[src/rtl/fifo_uart_tx_if.sv]
// Handshake bundle between the byte FIFO read port, the UART transmitter and the TX pin.
// The transmitter is the master: it strobes the FIFO read and drives the serial line.
interface fifo_uart_tx_if;
    logic       enable;
    logic       fifo_empty;
    logic [7:0] fifo_data;
    logic       fifo_rd_en;
    logic       tx;
    logic       busy;
    logic       tx_done;

    modport master (
        input  enable,
        input  fifo_empty,
        input  fifo_data,
        output fifo_rd_en,
        output tx,
        output busy,
        output tx_done
    );

    modport slave (
        output enable,
        output fifo_empty,
        output fifo_data,
        input  fifo_rd_en,
        input  tx,
        input  busy,
        input  tx_done
    );
endinterface

[src/rtl/fifo_uart_tx.sv]
// Pops bytes from a synchronous FIFO and serializes each onto a UART 8N1 line.
// tx, fifo_rd_en and tx_done are registered so the pin and the FIFO strobe never glitch.
module fifo_uart_tx #(
    parameter int unsigned CLKS_PER_BIT = 868
) (
    input  logic           clk,
    input  logic           rst,
    fifo_uart_tx_if.master bus
);

    typedef enum logic [2:0] {IDLE, FETCH, LOAD, START, DATA, STOP} state_t;

    localparam logic [15:0] BAUD_LAST = 16'(CLKS_PER_BIT - 1);

    state_t      state_q, state_d;
    logic [15:0] baud_q, baud_d;
    logic [2:0]  bit_idx_q, bit_idx_d;
    logic [7:0]  shift_q, shift_d;
    logic        tx_q, tx_d;
    logic        rd_en_q, rd_en_d;
    logic        done_q, done_d;
    logic        baud_wrap;

    assign baud_wrap = (baud_q == BAUD_LAST);

    always_comb begin
        state_d   = state_q;
        bit_idx_d = bit_idx_q;
        shift_d   = shift_q;
        done_d    = 1'b0;
        case (state_q)
            IDLE:  if (bus.enable && !bus.fifo_empty) state_d = FETCH;
            FETCH: state_d = LOAD;
            LOAD: begin
                shift_d = bus.fifo_data;
                state_d = START;
            end
            START: if (baud_wrap) begin
                state_d   = DATA;
                bit_idx_d = 3'd0;
            end
            DATA: if (baud_wrap) begin
                if (bit_idx_q == 3'd7) begin
                    state_d   = STOP;
                    bit_idx_d = 3'd0;
                end else begin
                    bit_idx_d = bit_idx_q + 3'd1;
                end
            end
            STOP: if (baud_wrap) begin
                state_d = IDLE;
                done_d  = 1'b1;
            end
            default: state_d = IDLE;
        endcase

        // The counter only runs inside a bit period and restarts on any state or bit change.
        if (state_d != state_q || baud_wrap || state_q inside {IDLE, FETCH, LOAD})
            baud_d = 16'd0;
        else
            baud_d = baud_q + 16'd1;

        // Outputs are decoded from the next state so the registered versions line up with it.
        tx_d = 1'b1;
        case (state_d)
            START:   tx_d = 1'b0;
            DATA:    tx_d = shift_q[bit_idx_d];
            default: tx_d = 1'b1;
        endcase
        rd_en_d = (state_d == FETCH);
    end

    always_ff @(posedge clk or posedge rst) begin
        if (rst) begin
            state_q   <= IDLE;
            baud_q    <= 16'd0;
            bit_idx_q <= 3'd0;
            shift_q   <= 8'h00;
            tx_q      <= 1'b1;
            rd_en_q   <= 1'b0;
            done_q    <= 1'b0;
        end else begin
            state_q   <= state_d;
            baud_q    <= baud_d;
            bit_idx_q <= bit_idx_d;
            shift_q   <= shift_d;
            tx_q      <= tx_d;
            rd_en_q   <= rd_en_d;
            done_q    <= done_d;
        end
    end

    assign bus.tx         = tx_q;
    assign bus.fifo_rd_en = rd_en_q;
    assign bus.tx_done    = done_q;
    assign bus.busy       = (state_q != IDLE);

endmodule

[src/flat_wrapper.sv]
// flat-port wrapper written by rule: the top's interface ports become plain ports
module fifo_uart_tx_flat 
#(
    parameter int unsigned CLKS_PER_BIT = 868
)
  (clk, rst, bus_enable, bus_fifo_empty, bus_fifo_data, bus_fifo_rd_en, bus_tx, bus_busy, bus_tx_done);
  fifo_uart_tx_if bus_i ();
  input  logic clk;
  input  logic rst;
  input wire logic [$bits(bus_i.enable)-1:0] bus_enable;
  input wire logic [$bits(bus_i.fifo_empty)-1:0] bus_fifo_empty;
  input wire logic [$bits(bus_i.fifo_data)-1:0] bus_fifo_data;
  output wire logic [$bits(bus_i.fifo_rd_en)-1:0] bus_fifo_rd_en;
  output wire logic [$bits(bus_i.tx)-1:0] bus_tx;
  output wire logic [$bits(bus_i.busy)-1:0] bus_busy;
  output wire logic [$bits(bus_i.tx_done)-1:0] bus_tx_done;
  assign bus_i.enable = bus_enable;
  assign bus_i.fifo_empty = bus_fifo_empty;
  assign bus_i.fifo_data = bus_fifo_data;
  assign bus_fifo_rd_en = bus_i.fifo_rd_en;
  assign bus_tx = bus_i.tx;
  assign bus_busy = bus_i.busy;
  assign bus_tx_done = bus_i.tx_done;
  fifo_uart_tx #(.CLKS_PER_BIT(CLKS_PER_BIT)) u_core (.clk(clk), .rst(rst), .bus(bus_i));
endmodule
[config.mk]
export PLATFORM = sky130hd
export DESIGN_NAME = fifo_uart_tx_flat
export DESIGN_NICKNAME = d
export VERILOG_FILES = /design/src/rtl/fifo_uart_tx_if.sv /design/src/rtl/fifo_uart_tx.sv /design/src/flat_wrapper.sv
export SDC_FILE = /design/constraint.sdc
export NUM_CORES = 1
export LEC_CHECK = 0
export ABC_AREA = 1
export CORE_MARGIN = 10
export CORE_UTILIZATION = 64
export CTS_BUF_LIST = sky130_fd_sc_hd__clkbuf_2 sky130_fd_sc_hd__clkbuf_4 sky130_fd_sc_hd__clkbuf_8
export DETAILED_ROUTE_END_ITERATION = 12
export PLACE_DENSITY_LB_ADDON = 0.3
export SYNTH_ARGS = -nofsm -noshare
export SYNTH_HDL_FRONTEND = slang
export SYNTH_SLANG_ARGS = --single-unit
[constraint.sdc]
create_clock -name clk -period 3.88 [get_ports clk]
set_input_delay 0.776 -clock clk [delete_from_list [all_inputs] [get_ports clk]]
set_output_delay 0.776 -clock clk [all_outputs]
set_load 0.1 [all_outputs]
==> run_1/floorplan.png <==
Scale bar: 20 µm. Pins as bars on the die edge.
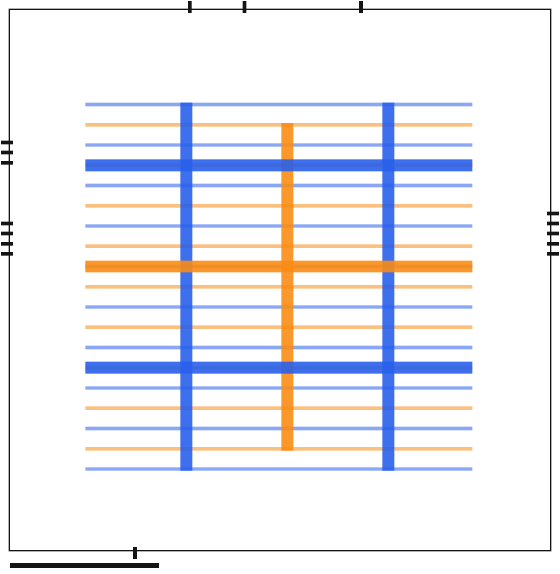
colour	net
orange	VDD
blue	VSS
rows	18
signal pins	16
met4 straps	3
met5 straps	3
met1 rails	19
VDD IR-drop max: 301 µV
DIE HEIGHT: 72.5 µm
core area: 2540 µm²

==> run_1/class_map.png <==
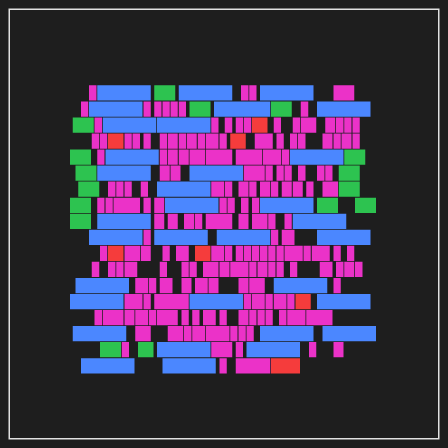
colour	class	cells	share of their area
red	clock drivers and dummy loads	7	3.0%
blue	registers	33	42%
magenta	remaining logic cells	182	47%
green	remaining buffers and delay cells	16	8.0%
Layout Utilization: 79.1%
final instance area: 2010 µm²
placement row count: 18
sequential cell area share: 41.1%

==> run_1/clock_wires.png <==
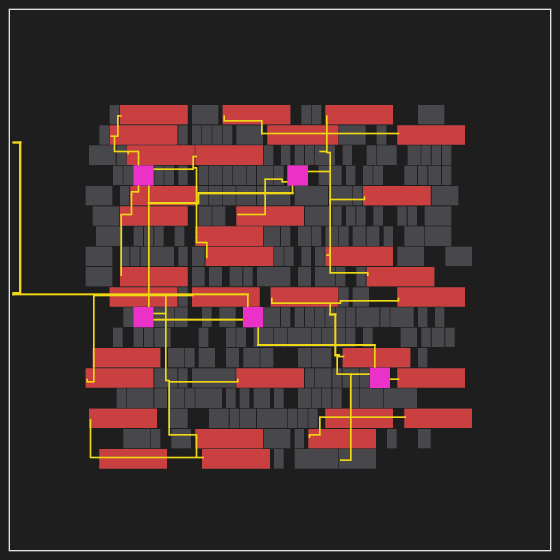
[yellow] clock wires | length: 418 µm
[red] flip-flops | count: 33
[magenta] clock-net drivers | count: 5
routed clock nets	6
Clock Power Share: 35.1%
clk latency late pin: 0.33 ns
Clk power: 0.203 mW
Worst Clk Skew: 0.00902 ns

==> impl_metrics.json, run 1 <==
{
  "dp.cells": 261,
  "met2_usage_pct": 23.8,
  "fmaxAchievable_mhz": 352,
  "wl_met3_um": 207,
  "numCtsBuffers": 5,
  "wl_met2_mm": 1.77,
  "clock-sinks": 33,
  "status": "complete, no violations",
  "yosysCellCount": 216,
  "clock_area_share_pct": 2.92,
  "ys.flop_type": "dfrtp_1",
  "clockBufferCount": 7,
  "p_total_mw": 0.578,
  "cts_buffer_depth": 2,
  "power_density_nw_per_um2": 287,
  "hold_viol": 0,
  "p_leak_nw": 0.956,
  "postCtsSetupBuffers": 0,
  "syn_area_um2": 1770,
  "pg_comb_mw": 0.0246,
  "top_register": "u_core.baud_q",
  "holdWs_ns": 0.481,
  "grt.met1_usage_pct": 17.1,
  "hp-class": "register to register",
  "most_common_cell": "nand2_1",
  "n_antenna_cell": 0,
  "reg2reg_slack_ns": 2.01,
  "tool_warnings": 26,
  "reg_top3": "u_core.baud_q: 16 flops, u_core.shift_q: 8 flops",
  "ys_types": 32,
  "critical_path.cell_chain": "inv_1, nand2_1, clkdlybuf4s50_1",
  "fin_nets": 253,
  "power-top-group": "registers",
  "wl_mm": 3.60,
  "use_met3_pct": 5.71,
  "crit_fanout": 4,
  "placed_area_um2": 1950,
  "mux_share_pct": 0,
  "period_minus_slack_ns": 2.84,
  "drive_gt1_share_pct": 15.5,
  "clk_pin_slew_ns": 0.10,
  "overflow": 0,
  "top_cells_by_count": "53 x nand2_1, 32 x dfrtp_1, 31 x nor2_1",
  "htree_levels": 2,
  "largest_register_ffs": 16,
  "adder_share_pct": 2.12,
  "grt_pass1_vias": 1405,
  "rsz0062_at_grt": "false",
  "crit_required_ns": 3.10,
  "critPathKind": "register to output port",
  "inv_count": 27,
  "rr_worst_depth": 10,
  "drtAntennaViolNets": 0,
  "place.port_buffers": 15,
  "reg2reg_from": "u_core.baud_q[0]",
  "startpoint_type": "register",
  "fillers": 180,
  "crit_path_top_delay_cell": "clkdlybuf4s50_1",
  "yosysTopAreaCell": "dfrtp_1",
  "seq_power_share_pct": 60.6,
  "synth-compound-area-share_pct": 4.39,
  "syn-instance-count": 216,
  "synth.area.top_cells": "dfrtp_1 45%, nand2_1 11%, nor2_1 6.6%, inv_1 5.1%, nand3_1 4.2%",
  "finalWorstSetupSlack_ns": 1.04,
  "drc_errors": 0,
  "track_usage_pct": 14.6,
  "cap_viol_max_count": 0,
  "die_w_um": 72.5,
  "synth-xor-area-share_pct": 2.48,
  "min_from": "u_core.shift_q[6]",
  "yosysWarningCount": 0,
  "critPathMaxStageDelay_ns": 1.14,
  "final-nonclk-buf-share_pct": 7.83,
  "layout_top_cell": "nand2_1",
  "grt_pass1_wl_mm": 6.22,
  "mostFrequentLayoutCells": "53 x nand2_1, 32 x dfrtp_1, 31 x nor2_1, 24 x inv_1",
  "p_sw_share_pct": 21.5,
  "critPathLaunch": "u_core.state_q[2]",
  "intPower_mw": 0.454,
  "drv_slew": 0,
  "signal_buffers": 16,
  "ios": 16,
  "drt-vias-per-instance": 5.41,
  "fp_nets": 231,
  "dr.pass1.iters": 4,
  "regArea_um2": 827,
  "fin_cells": 268,
  "top_layer": "met4",
  "min_to": "u_core.shift_q[6]",
  "synth_seq_share_pct": 46.8,
  "flops": 33,
  "relSlewSlack_pct": 34.9,
  "dp.final_hpwl_mm": 2.72,
  "r2r-end": "u_core.baud_q[14]",
  "area_delta_synth_final_pct": 14.0,
  "finalSetupViolCount": 0,
  "cts_root_buf": "clkbuf_4",
  "pre_cts_ws_ns": 1.40,
  "p_seq_mw": 0.350,
  "yosysChipArea_um2": 1770,
  "ctsResizeCount": 0,
  "edf_count": 0,
  "finalCritPeriodShare_pct": 73.3,
  "crit_path_end": "bus_busy",
  "drt-wirelength-per-cell_um": 13.4,
  "logic_gate_count": 155,
  "antenna_found_initial": 0,
  "initial_core_util_pct": 69.4,
  "tightest_slew_ns": 0.974,
  "cts-hold-fix-buffers": 0,
  "tap_cells": 30,
  "ys.flops": 33,
  "comb_share_pct": 41.2,
  "chip_area_um2": 5260
}
==> run_1/layers.png <==
Scale bar: 20 µm.
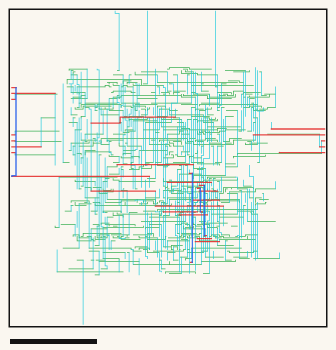

## Run 2: what changed since run 1
--- a/config.mk
+++ b/config.mk
@@ -7,7 +7,7 @@
 export LEC_CHECK = 0
 export ABC_AREA = 1
 export CORE_MARGIN = 10
-export CORE_UTILIZATION = 64
+export CORE_UTILIZATION = 59
 export CTS_BUF_LIST = sky130_fd_sc_hd__clkbuf_2 sky130_fd_sc_hd__clkbuf_4 sky130_fd_sc_hd__clkbuf_8
 export DETAILED_ROUTE_END_ITERATION = 12
 export PLACE_DENSITY_LB_ADDON = 0.3
==> constraint.sdc (replaced) <==
create_clock -name clk -period 2.68 [get_ports clk]
set_input_delay 0.536 -clock clk [delete_from_list [all_inputs] [get_ports clk]]
set_output_delay 0.536 -clock clk [all_outputs]
set_load 0.1 [all_outputs]
==> run_2/layers.png <==
Scale bar: 20 µm.
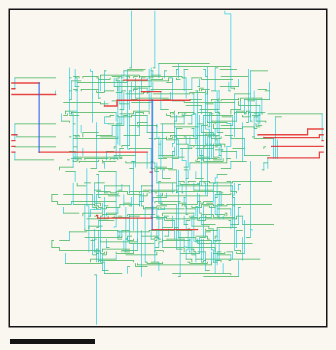
colour	layer	wire length
blue	M4	46.9 µm
cyan	M2	1340 µm
red	M3	161 µm
green	M1	1530 µm
routed via count: 1383
WL final: 3.08 mm
WL/cell: 11.4 µm

==> run_2/floorplan.png <==
Scale bar: 20 µm. Pins as bars on the die edge.
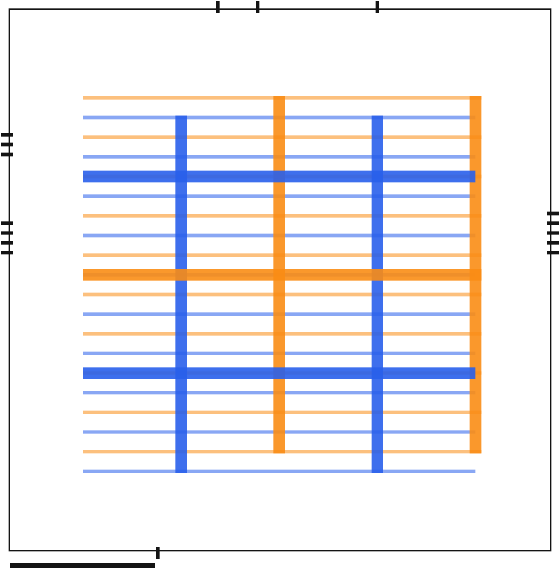
colour	net
blue	VSS
orange	VDD
signal pins	16
met5 straps	3
met1 rails	20
Die Wd: 74.7 µm
core area: 2810 µm²

==> run 2 against run 1 <==
Effect of this change:
- synthesized cell count stayed put
- non-clock buffer count stayed put
- power is 63% higher
- sequential power is 45% higher
- hold slack worse by 0.017 ns
- clock skew is 0.0031 ns higher
- die size is 6.1% higher
- combinational power is 41% higher
- sequential share of layout area is 0.43 points lower
- register-to-register slack worse by 1.1 ns
- clock-buffer cell count stayed put
- setup slack worse by 0.15 ns
==> impl_metrics.json, run 2 <==
{
  "crit_fanout": 4,
  "reg2reg_slack_ns": 0.88,
  "power-top-group": "registers",
  "postCtsSetupBuffers": 0,
  "rr_worst_depth": 10,
  "critPathKind": "register to register",
  "n_antenna_cell": 0,
  "p_total_mw": 0.940,
  "grt_pass1_vias": 1336,
  "clkPwrFrac_pct": 42.4,
  "critPathMaxStageDelay_ns": 0.38,
  "ys_types": 32,
  "r2r-end": "u_core.baud_q[14]",
  "dr.pass1.iters": 4,
  "dp.cells": 262,
  "powerClk_mw": 0.398,
  "drc_errors": 0,
  "tool_warnings": 26,
  "numCtsBuffers": 5,
  "adder_share_pct": 2.12,
  "wl_met2_mm": 1.34,
  "overflow": 0,
  "status": "complete, no violations",
  "top_cells_by_count": "53 x nand2_1, 32 x dfrtp_1, 31 x nor2_1",
  "yosysChipArea_um2": 1770,
  "drive_gt1_share_pct": 17.6,
  "tap_cells": 31,
  "fp-row-count": 19,
  "clk_pin_slew_ns": 0.10,
  "relSlewSlack_pct": 56.8,
  "cts_buffer_depth": 2,
  "top_layer": "met4",
  "top_register": "u_core.baud_q",
  "fin_worst_skew_ns": 0.0121,
  "wl_met3_um": 161,
  "crit_path_end": "u_core.baud_q[14]",
  "clock-sinks": 33,
  "drt-vias-per-instance": 5.12,
  "final_area_um2": 2030,
  "most_common_cell": "nand2_1",
  "reg_top3": "u_core.baud_q: 16 flops, u_core.shift_q: 8 flops",
  "tightest_slew_ns": 0.645,
  "signal_buffers": 16,
  "period_minus_slack_ns": 1.80,
  "finalCritPeriodShare_pct": 67.1,
  "crit_required_ns": 2.89,
  "cap_viol_max_count": 0,
  "hp-class": "register to register",
  "dp.final_hpwl_mm": 2.30,
  "min_to": "u_core.baud_q[0]",
  "synth-simple-area-share_pct": 38.0,
  "seq_share_pct": 40.7,
  "ios": 16,
  "layout_top_cell": "nand2_1",
  "inv_count": 27,
  "yosysCellCount": 216,
  "largest_register_ffs": 16,
  "flops": 33,
  "synth_seq_share_pct": 46.8,
  "p_sw_share_pct": 19.6,
  "intPower_mw": 0.756,
  "finalWorstSetupSlack_ns": 0.883,
  "htree_levels": 2,
  "antenna_found_initial": 0,
  "drtAntennaViolNets": 0,
  "fin_nets": 253,
  "p_leak_nw": 0.976,
  "ys.flop_type": "dfrtp_1",
  "power_density_nw_per_um2": 462,
  "holdWs_ns": 0.463,
  "place.port_buffers": 15,
  "use_met3_pct": 4.99,
  "finalSetupViolCount": 0,
  "syn-instance-count": 216,
  "cts-hold-fix-buffers": 0,
  "reg2reg_from": "u_core.baud_q[0]",
  "grt_pass1_wl_mm": 5.68,
  "mostFrequentLayoutCells": "53 x nand2_1, 32 x dfrtp_1, 31 x nor2_1, 24 x inv_1, 15 x nand3_1",
  "initial_core_util_pct": 63.0,
  "crit_path_top_delay_cell": "dfrtp_1",
  "synth-xor-area-share_pct": 2.48,
  "regArea_um2": 827,
  "clockBufferCount": 7,
  "synth.area.top_cells": "dfrtp_1 45%, nand2_1 11%, nor2_1 6.6%, inv_1 5.1%, nand3_1 4.2%",
  "grt.met1_usage_pct": 16.3,
  "placed_area_um2": 1950,
  "mux_share_pct": 0,
  "pg_comb_mw": 0.0346,
  "fin_util_pct": 72.5,
  "rsz0062_at_grt": "false",
  "comb_share_pct": 40.8,
  "min_from": "u_core.baud_q[0]",
  "hold_viol": 0,
  "met2_usage_pct": 19.7,
  "critical_path.cell_chain": "ha_1, nand2_1, inv_1, nand2_2, nor3_2, nand2_2, nor3_4, nand4_2, xor2_1, nor2_2",
  "drv_slew": 0,
  "fmaxAchievable_mhz": 556,
  "startpoint_type": "register",
  "synth-compound-area-share_pct": 4.39,
  "chip_area_um2": 5580,
  "yosysTopAreaCell": "dfrtp_1",
  "final-nonclk-buf-share_pct": 7.26,
  "critPathLaunch": "u_core.baud_q[0]",
  "track_usage_pct": 12.9,
  "ys.flops": 33,
  "ctsResizeCount": 0
}
==> run_2/class_map.png <==
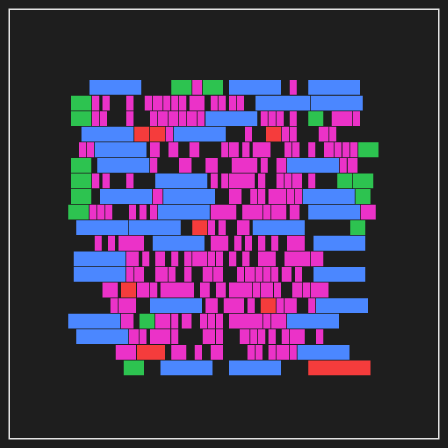

## Run 3: what changed since run 2
--- a/config.mk
+++ b/config.mk
@@ -7,7 +7,7 @@
 export LEC_CHECK = 0
 export ABC_AREA = 1
 export CORE_MARGIN = 10
-export CORE_UTILIZATION = 59
+export CORE_UTILIZATION = 53
 export CTS_BUF_LIST = sky130_fd_sc_hd__clkbuf_2 sky130_fd_sc_hd__clkbuf_4 sky130_fd_sc_hd__clkbuf_8
 export DETAILED_ROUTE_END_ITERATION = 12
 export PLACE_DENSITY_LB_ADDON = 0.3
==> constraint.sdc (replaced) <==
create_clock -name clk -period 1.6 [get_ports clk]
set_input_delay 0.32 -clock clk [delete_from_list [all_inputs] [get_ports clk]]
set_output_delay 0.32 -clock clk [all_outputs]
set_load 0.1 [all_outputs]
==> run_3/class_map.png <==
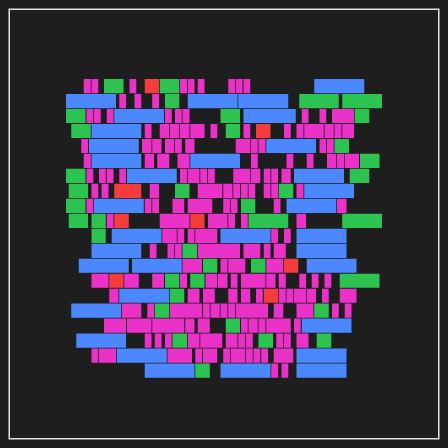
core area: 3130 µm²
final instance area: 2320 µm²
sequential cell area share: 35.6%

==> run 3 against run 2 <==
Effect of this change:
- the flow now finishes with violations (setup timing)
- final area increased by 14%
- critical path depth unchanged
- maximum frequency increased by 11%
- combinational power increased by 76%
- non-clock buffer count increased by 22
- cell count increased by 13%
- die size increased by 8.2%
- sequential cell count unchanged
- sequential share of layout area decreased by 5.1 points
- wire length increased by 21%
- setup slack got worse by 0.91 ns
- critical endpoint unchanged
- largest power group unchanged
- highest routed layer unchanged
==> impl_metrics.json, run 3 <==
{
  "status": "finished, violations left",
  "failed_checks": "setup timing",
  "drc_errors": 0,
  "yosysTopAreaCell": "dfrtp_1",
  "ios": 16,
  "finalSetupViolCount": 2,
  "edf_count": 0,
  "fmaxAchievable_mhz": 615,
  "overflow": 0,
  "rr_worst_depth": 10,
  "tap_cells": 44,
  "syn-instance-count": 216,
  "placed_area_um2": 2170,
  "adder_share_pct": 2.12,
  "seq_power_share_pct": 59.5,
  "top_register": "u_core.baud_q",
  "syn_area_um2": 1770,
  "final-nonclk-buf-share_pct": 16.2,
  "worst_ir_drop_vdd_uv": 510,
  "wl_mm": 3.71,
  "tightest_slew_ns": 0.291,
  "postCtsSetupBuffers": 2,
  "wl_met3_um": 200,
  "ys_types": 32,
  "critPathLaunch": "u_core.baud_q[0]",
  "clockBufferCount": 8,
  "signal_buffers": 38,
  "drt-vias-per-instance": 4.98,
  "power_density_nw_per_um2": 615,
  "largest_register_ffs": 16,
  "place.port_buffers": 15,
  "p_total_mw": 1.43,
  "clock-sinks": 33,
  "initial_core_util_pct": 56.5,
  "finalWorstSetupSlack_ns": -0.0264,
  "holdWs_ns": 0.293,
  "use_met3_pct": 4.61,
  "pre_cts_ws_ns": -0.0799,
  "critPathMaxStageDelay_ns": 0.38,
  "reg2reg_slack_ns": -0.03,
  "fillers": 248,
  "top_cells_by_count": "53 x nand2_1, 32 x dfrtp_1, 31 x nor2_1",
  "top_layer": "met4",
  "most_common_cell": "nand2_1",
  "clock_area_share_pct": 2.85,
  "hp-class": "input port to async pin",
  "mux_share_pct": 0,
  "dp.final_hpwl_mm": 2.79,
  "tool_warnings": 28,
  "synth-compound-area-share_pct": 4.39,
  "n_antenna_cell": 0,
  "crit_required_ns": 1.84,
  "numCtsBuffers": 5,
  "relSlewSlack_pct": 80.5,
  "rsz0062_at_grt": "true",
  "critical_path.cell_chain": "ha_2, nand2_1, inv_2, nand2_2, nor3_4, nand2_2, nor3_4, nand4_2, xor2_1, nor2_2",
  "clk_pin_slew_ns": 0.10,
  "crit_fanout": 4,
  "fin_nets": 275,
  "yosysChipArea_um2": 1770,
  "grt.met1_usage_pct": 16.1,
  "finalCritPeriodShare_pct": 102,
  "ctsResizeCount": 8,
  "r2r-end": "u_core.baud_q[14]",
  "dp.cells": 293,
  "cts_root_buf": "clkbuf_4",
  "period_minus_slack_ns": 1.63,
  "wl_met2_mm": 1.71,
  "chipHeight_um": 77.7,
  "p_seq_mw": 0.850
}
==> run_3/clock_wires.png <==
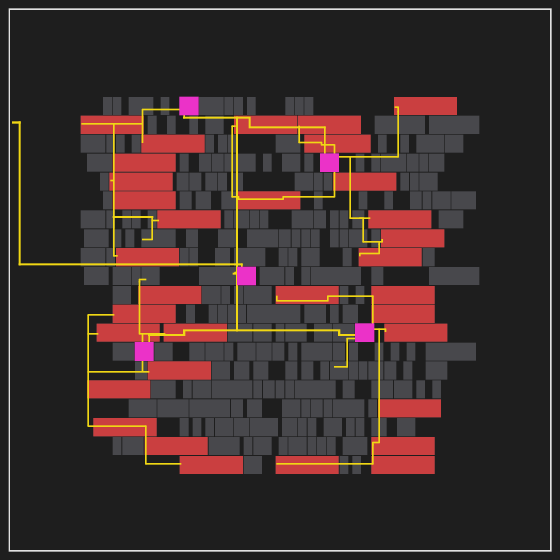
[magenta] clock-net drivers | count: 5
[yellow] clock wires | length: 418 µm
[red] flip-flops | count: 33
routed clock nets	6
Clk power: 0.518 mW
Worst Clk Skew: 0.0102 ns
clk latency late pin: 0.34 ns

Power is estimated from default activity; no workload was simulated.
